Routed clock nets over the placement:
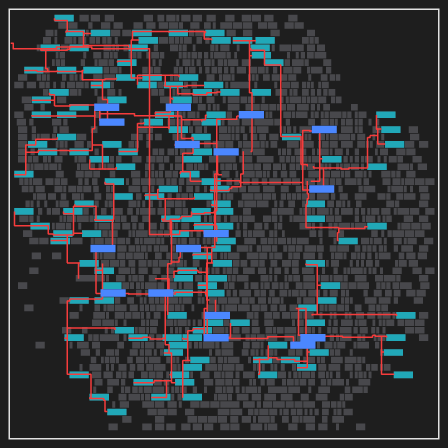
Wire density map:
31 x 31 tiles, from dark blue (low) to red (high), scaled to the fullest tile. Values are wire area over tile area, all layers added.
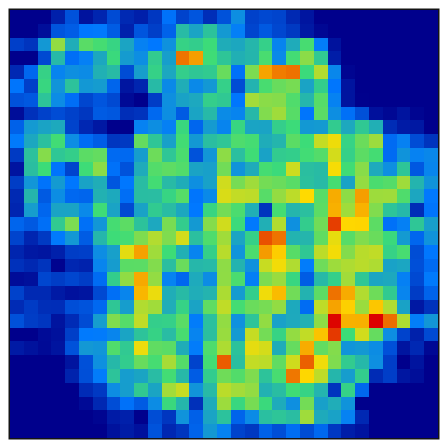
Sizing map:
Bar = 50 microns.
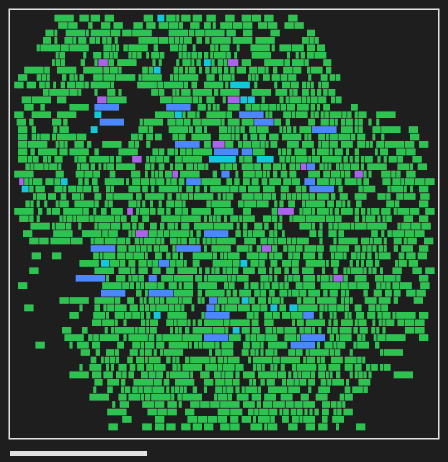
Register map, names as in the netlist:
Bar = 50 microns.
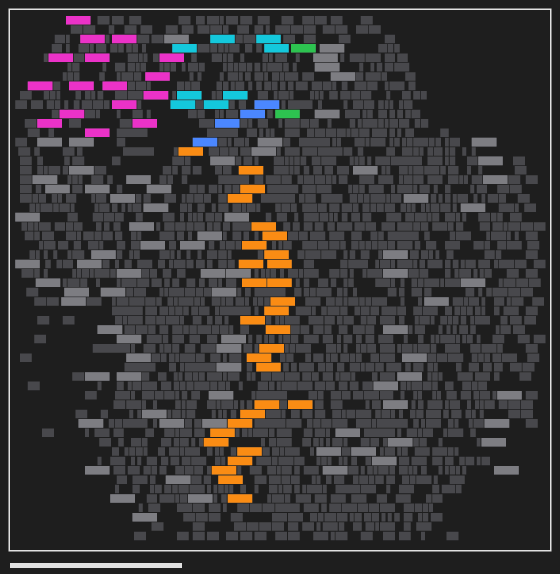
$ cat src/rtl/frb_pkg.sv
// rtl/frb_pkg.sv - shared types and constants for the FRB time-integration detector
// Purpose: detector FSM state encoding, accumulator width derivation, default gains.
// Ports: none (package).
package frb_pkg;

  typedef enum logic [1:0] {
    WARMUP  = 2'd0,
    ARMED   = 2'd1,
    HOLDOFF = 2'd2
  } frb_state_t;

  localparam int DEF_ALPHA_SHIFT = 4;
  localparam int DEF_CNT_WIDTH   = 16;

  // A window of up to 2^len_width-1 samples of in_width bits never overflows this width.
  function automatic int acc_width(input int in_width, input int len_width);
    return in_width + len_width;
  endfunction

endpackage

$ cat src/rtl/frb_ema_baseline.sv
// rtl/frb_ema_baseline.sv - exponential-moving-average baseline register
// Purpose: holds the window-sum baseline; load copies sum, update moves the
//   baseline 2^-ALPHA_SHIFT of the way towards sum, otherwise it holds.
// Ports: clk, rst (sync active-high), load, update, sum[ACC_WIDTH], baseline[ACC_WIDTH].
module frb_ema_baseline
  import frb_pkg::*;
#(
  parameter int ACC_WIDTH   = 30,
  parameter int ALPHA_SHIFT = DEF_ALPHA_SHIFT
) (
  input  logic                 clk,
  input  logic                 rst,
  input  logic                 load,
  input  logic                 update,
  input  logic [ACC_WIDTH-1:0] sum,
  output logic [ACC_WIDTH-1:0] baseline
);

  logic signed [ACC_WIDTH:0] diff;
  logic signed [ACC_WIDTH:0] step;

  // One extra bit keeps the difference exact; the arithmetic shift floors
  // negative steps, so a falling baseline moves by at least one LSB.
  assign diff = $signed({1'b0, sum}) - $signed({1'b0, baseline});
  assign step = diff >>> ALPHA_SHIFT;

  always_ff @(posedge clk) begin
    if (rst) begin
      baseline <= '0;
    end else if (load) begin
      baseline <= sum;
    end else if (update) begin
      // Modular add of the truncated two's-complement step.
      baseline <= baseline + step[ACC_WIDTH-1:0];
    end
  end

endmodule

$ cat src/rtl/frb_time_integration_detector.sv
// rtl/frb_time_integration_detector.sv - windowed integration and FRB candidate trigger
// Purpose: sums int_len valid samples per window, tracks an EMA baseline of
//   window sums and pulses trigger when a sum exceeds baseline + thr, then
//   suppresses holdoff_len windows.
// Ports: clk_data, rst (sync active-high); data_in/data_in_valid sample stream;
//   int_len, thr, holdoff_len runtime controls; sum_out/sum_valid window result;
//   baseline_out, trigger, trig_cnt, armed status.
module frb_time_integration_detector
  import frb_pkg::*;
#(
  parameter int IN_WIDTH    = 22,
  parameter int LEN_WIDTH   = 8,
  parameter int ACC_WIDTH   = acc_width(IN_WIDTH, LEN_WIDTH),
  parameter int ALPHA_SHIFT = DEF_ALPHA_SHIFT,
  parameter int CNT_WIDTH   = DEF_CNT_WIDTH
) (
  input  logic                 clk_data,
  input  logic                 rst,
  input  logic [IN_WIDTH-1:0]  data_in,
  input  logic                 data_in_valid,
  input  logic [LEN_WIDTH-1:0] int_len,
  input  logic [ACC_WIDTH-1:0] thr,
  input  logic [7:0]           holdoff_len,
  output logic [ACC_WIDTH-1:0] sum_out,
  output logic                 sum_valid,
  output logic [ACC_WIDTH-1:0] baseline_out,
  output logic                 trigger,
  output logic [CNT_WIDTH-1:0] trig_cnt,
  output logic                 armed
);

  // ---------------- accumulate stage ----------------
  logic [LEN_WIDTH-1:0] count;
  logic [LEN_WIDTH-1:0] eff_len;
  logic [LEN_WIDTH-1:0] cur_len;
  logic [ACC_WIDTH-1:0] acc;
  logic [ACC_WIDTH-1:0] acc_next;
  logic                 last_sample;

  // The first sample of a window uses int_len directly; later samples use the
  // length latched at that first sample, so mid-window changes wait a window.
  always_comb begin
    cur_len = eff_len;
    if (count == '0) begin
      cur_len = (int_len == '0) ? LEN_WIDTH'(1) : int_len;
    end
    acc_next    = ((count == '0) ? '0 : acc) + ACC_WIDTH'(data_in);
    last_sample = ((count + LEN_WIDTH'(1)) == cur_len);
  end

  always_ff @(posedge clk_data) begin
    if (rst) begin
      count     <= '0;
      eff_len   <= '0;
      acc       <= '0;
      sum_out   <= '0;
      sum_valid <= 1'b0;
    end else begin
      sum_valid <= 1'b0;
      if (data_in_valid) begin
        if (count == '0) begin
          eff_len <= cur_len;
        end
        acc <= acc_next;
        if (last_sample) begin
          sum_out   <= acc_next;
          sum_valid <= 1'b1;
          count     <= '0;
        end else begin
          count <= count + LEN_WIDTH'(1);
        end
      end
    end
  end

  // ---------------- decide stage ----------------
  frb_state_t             state;
  logic                   baseline_valid;
  logic [ALPHA_SHIFT-1:0] warm_cnt;
  logic [7:0]             hold_cnt;
  logic                   exceed;
  logic                   ema_load;
  logic                   ema_update;

  // Compared one bit wider so baseline + thr can never wrap.
  assign exceed = {1'b0, sum_out} > ({1'b0, baseline_out} + {1'b0, thr});

  assign ema_load   = sum_valid && (state == WARMUP) && !baseline_valid;
  assign ema_update = sum_valid && (((state == WARMUP) && baseline_valid) ||
                                    ((state == ARMED) && !exceed));

  always_ff @(posedge clk_data) begin
    if (rst) begin
      state          <= WARMUP;
      baseline_valid <= 1'b0;
      warm_cnt       <= '0;
      hold_cnt       <= '0;
      trigger        <= 1'b0;
      trig_cnt       <= '0;
      armed          <= 1'b0;
    end else begin
      trigger <= 1'b0;
      if (sum_valid) begin
        case (state)
          WARMUP: begin
            baseline_valid <= 1'b1;
            warm_cnt       <= warm_cnt + 1'b1;
            if (&warm_cnt) begin
              state <= ARMED;
              armed <= 1'b1;
            end
          end
          ARMED: begin
            if (exceed) begin
              trigger  <= 1'b1;
              hold_cnt <= holdoff_len;
              if (!(&trig_cnt)) begin
                trig_cnt <= trig_cnt + 1'b1;
              end
              if (holdoff_len != 8'd0) begin
                state <= HOLDOFF;
                armed <= 1'b0;
              end
            end
          end
          HOLDOFF: begin
            hold_cnt <= hold_cnt - 8'd1;
            if (hold_cnt == 8'd1) begin
              state <= ARMED;
              armed <= 1'b1;
            end
          end
          default: begin
            state <= WARMUP;
            armed <= 1'b0;
          end
        endcase
      end
    end
  end

  frb_ema_baseline #(
    .ACC_WIDTH  (ACC_WIDTH),
    .ALPHA_SHIFT(ALPHA_SHIFT)
  ) u_ema (
    .clk     (clk_data),
    .rst     (rst),
    .load    (ema_load),
    .update  (ema_update),
    .sum     (sum_out),
    .baseline(baseline_out)
  );

endmodule

$ cat config.mk
export PLATFORM = sky130hd
export DESIGN_NAME = frb_time_integration_detector
export DESIGN_NICKNAME = d
export VERILOG_FILES = /design/src/rtl/frb_pkg.sv /design/src/rtl/frb_ema_baseline.sv /design/src/rtl/frb_time_integration_detector.sv
export SDC_FILE = /design/constraint.sdc
export NUM_CORES = 1
export LEC_CHECK = 0
export CORE_UTILIZATION = 50
export DETAILED_ROUTE_END_ITERATION = 12
export PLACE_DENSITY = 0.84
export SLEW_MARGIN = 20
export SYNTH_ARGS = -nofsm -noshare
export SYNTH_HDL_FRONTEND = slang
export SYNTH_SLANG_ARGS = --single-unit
$ cat constraint.sdc
create_clock -name clk_data -period 6.39 [get_ports clk_data]
set_clock_uncertainty 0.05 [all_clocks]
set_input_delay 0.639 -clock clk_data [delete_from_list [all_inputs] [get_ports clk_data]]
set_output_delay 0.639 -clock clk_data [all_outputs]
set_load 0.01 [all_outputs]
==> changes_impl.md <==
### Physical design

* Initial DRC count at roughly 1000
* Area leader, netlist: dfxtp_1
* Tap cells at 319
* CTS resizes at 0
* Number of logic gates at 1286
* Met3 WL post-DR at about 2200 microns
* Met3 Use GR at 0.0454
* Clock transition at path regs at 70 ps
* Ys cells at 1546
* All-Layer GR Usage at 0.273
* Cell row count at 56
* CP Capture Type: flip-flop
* Met2 WL at 15300 microns
* CTS tree: done
* Vias per cell at between 5 and 6
* Yosys synthesis chip area at 12000 sq um
* Final non-filler cell total at 2009
* Drt first pass iters at 7
* Worst-Margin Slew at a little over 900 ps
* DP Wirelength at 25100 microns
* GR Util met1 at 0.353
* Post-synth EDFFs at 0
* Peak VDD IR at 0.185 mV
* Vias in the first global route at about 11000
* Syn Std Cell Area at 12000 sq um
* Cell Area, Placed at 13800 sq um
* Unique masters post-synth at just over 70
* Mean Syn Cell Area at 7.73 sq um
* Hold Fails Final Rpt at 0
* Status: complete, no violations
* Fin area at 14400 sq um
* ANT nets after route at 0
* Placed cells at 1978
* DIE HEIGHT at 157 microns
* Non-clk bufs at 163
* Core box area at 23500 sq um
* Crit-path leading delay family: AND-OR/OR-AND gates
* Arrival time at the worst endpoint at ~6000 ps
* R2r setup slk at 750 ps
* Logic area at 8730 sq um
* Final WL at ~33000 microns
* Max layer used: met4
* Dominant kind of cell: multi-input combinational cells
* Sequential portion of the cell area at 0.194
* Setup bufs post-CTS at 0
* CP max-delay cell: a211oi_4
* Final Core Density at 0.612
* Number of I/O port buffers at between 100 and 150
* Crit path depth at 21
* CTS Hold Bufs at 0
* Share of cells above drive strength 1 at 0.0379
* FF+latch count at between 100 and 150
* Worst path cell trace: clkdlybuf4s50_1, ha_1, fa_1, a211oi_1, o21ai_0, a32oi_1, a41oi_2, a31o_4, a21o_1, a21oi_1, xor2_1, ha_1, nand3_1, nor4_1, and3_1, a211o_1, a211oi_2, a211oi_4, buf_12, nor2_1, a211oi_1
* Hold depth at 2
* WHS Endpoint: eff_len[4]
* CP endpoint: u_ema.baseline[11]
* Busiest grt layer: met2
* Post-synth net total at 1766
* Tot Pwr at 2.70 mW
* Root Driver: clkbuf_16
* Main synth FF type: dfxtp_1
* Worst rel slew slack at 0.386
* Max Root-Sink Buffers at 2
* Crit start category: input pin
* Lkg Pwr at 5.95 nW
* Final setup TNS at 0 ps
Back to the opening pictures, 'routed clock nets over the placement':
legend:
  cyan:
    item: flip-flops
    count: 139
  red:
    item: clock wires
    length: 2080 microns
  blue:
    item: clock-net drivers
    count: 17
routed clock nets: 18

Back to the opening pictures, 'wire density map':
tiles over half the peak: 26%
fullest tile: 0.66
mean over tiles: 0.22
nearly empty tiles: 13%

Back to the opening pictures, 'sizing map':
legend:
  blue:
    size: x6 and larger
    cells: 29
    share: 1.7%
  cyan:
    size: x3 and x4
    cells: 20
    share: 1.2%
  green:
    size: x1 and smaller
    cells: 1626
    share: 96%
  purple:
    size: x2
    cells: 15
    share: 0.89%

Back to the opening pictures, 'register map, names as in the netlist':
legend:
  green:
    signal: state
    sequential_cells: 2
  magenta:
    signal: trig_cnt
    sequential_cells: 16
    where: north-west
  blue:
    signal: warm_cnt
    sequential_cells: 4
    where: north
  cyan:
    signal: hold_cnt
    sequential_cells: 8
    where: north
  orange:
    signal: sum_out
    sequential_cells: 30

[kinds of logic after synthesis]
logic type | Yosys count | share of synthesized area
AOI/OAI and AO/OA | 436 | 0.239
and+or+nand+nor | 547 | 0.215
adders and majority gates | 149 | 0.158
muxes | 33 | 0.0276
buffers and inverters | 121 | 0.0390
xor gates and xnor gates | 121 | 0.0886
DFF | 139 | 0.233
[power breakdown]
| part | switching (mW) | internal [mW] |
|---|---|---|
| registers | 0.0203 | 0.890 |
| clock network | 0.449 | 0.552 |
| logic | 0.444 | 0.348 |
[registers in the layout, indices dropped and copies added, names as in the netlist]
register,flops
baseline_valid,1
acc,30
trigger,1
sum_valid,1
u_ema.baseline,30
trig_cnt,16
hold_cnt,8
warm_cnt,4
state,2
count,8
eff_len,8
sum_out,30
Power figures rest on the tool's default switching activity, not on a simulated workload.
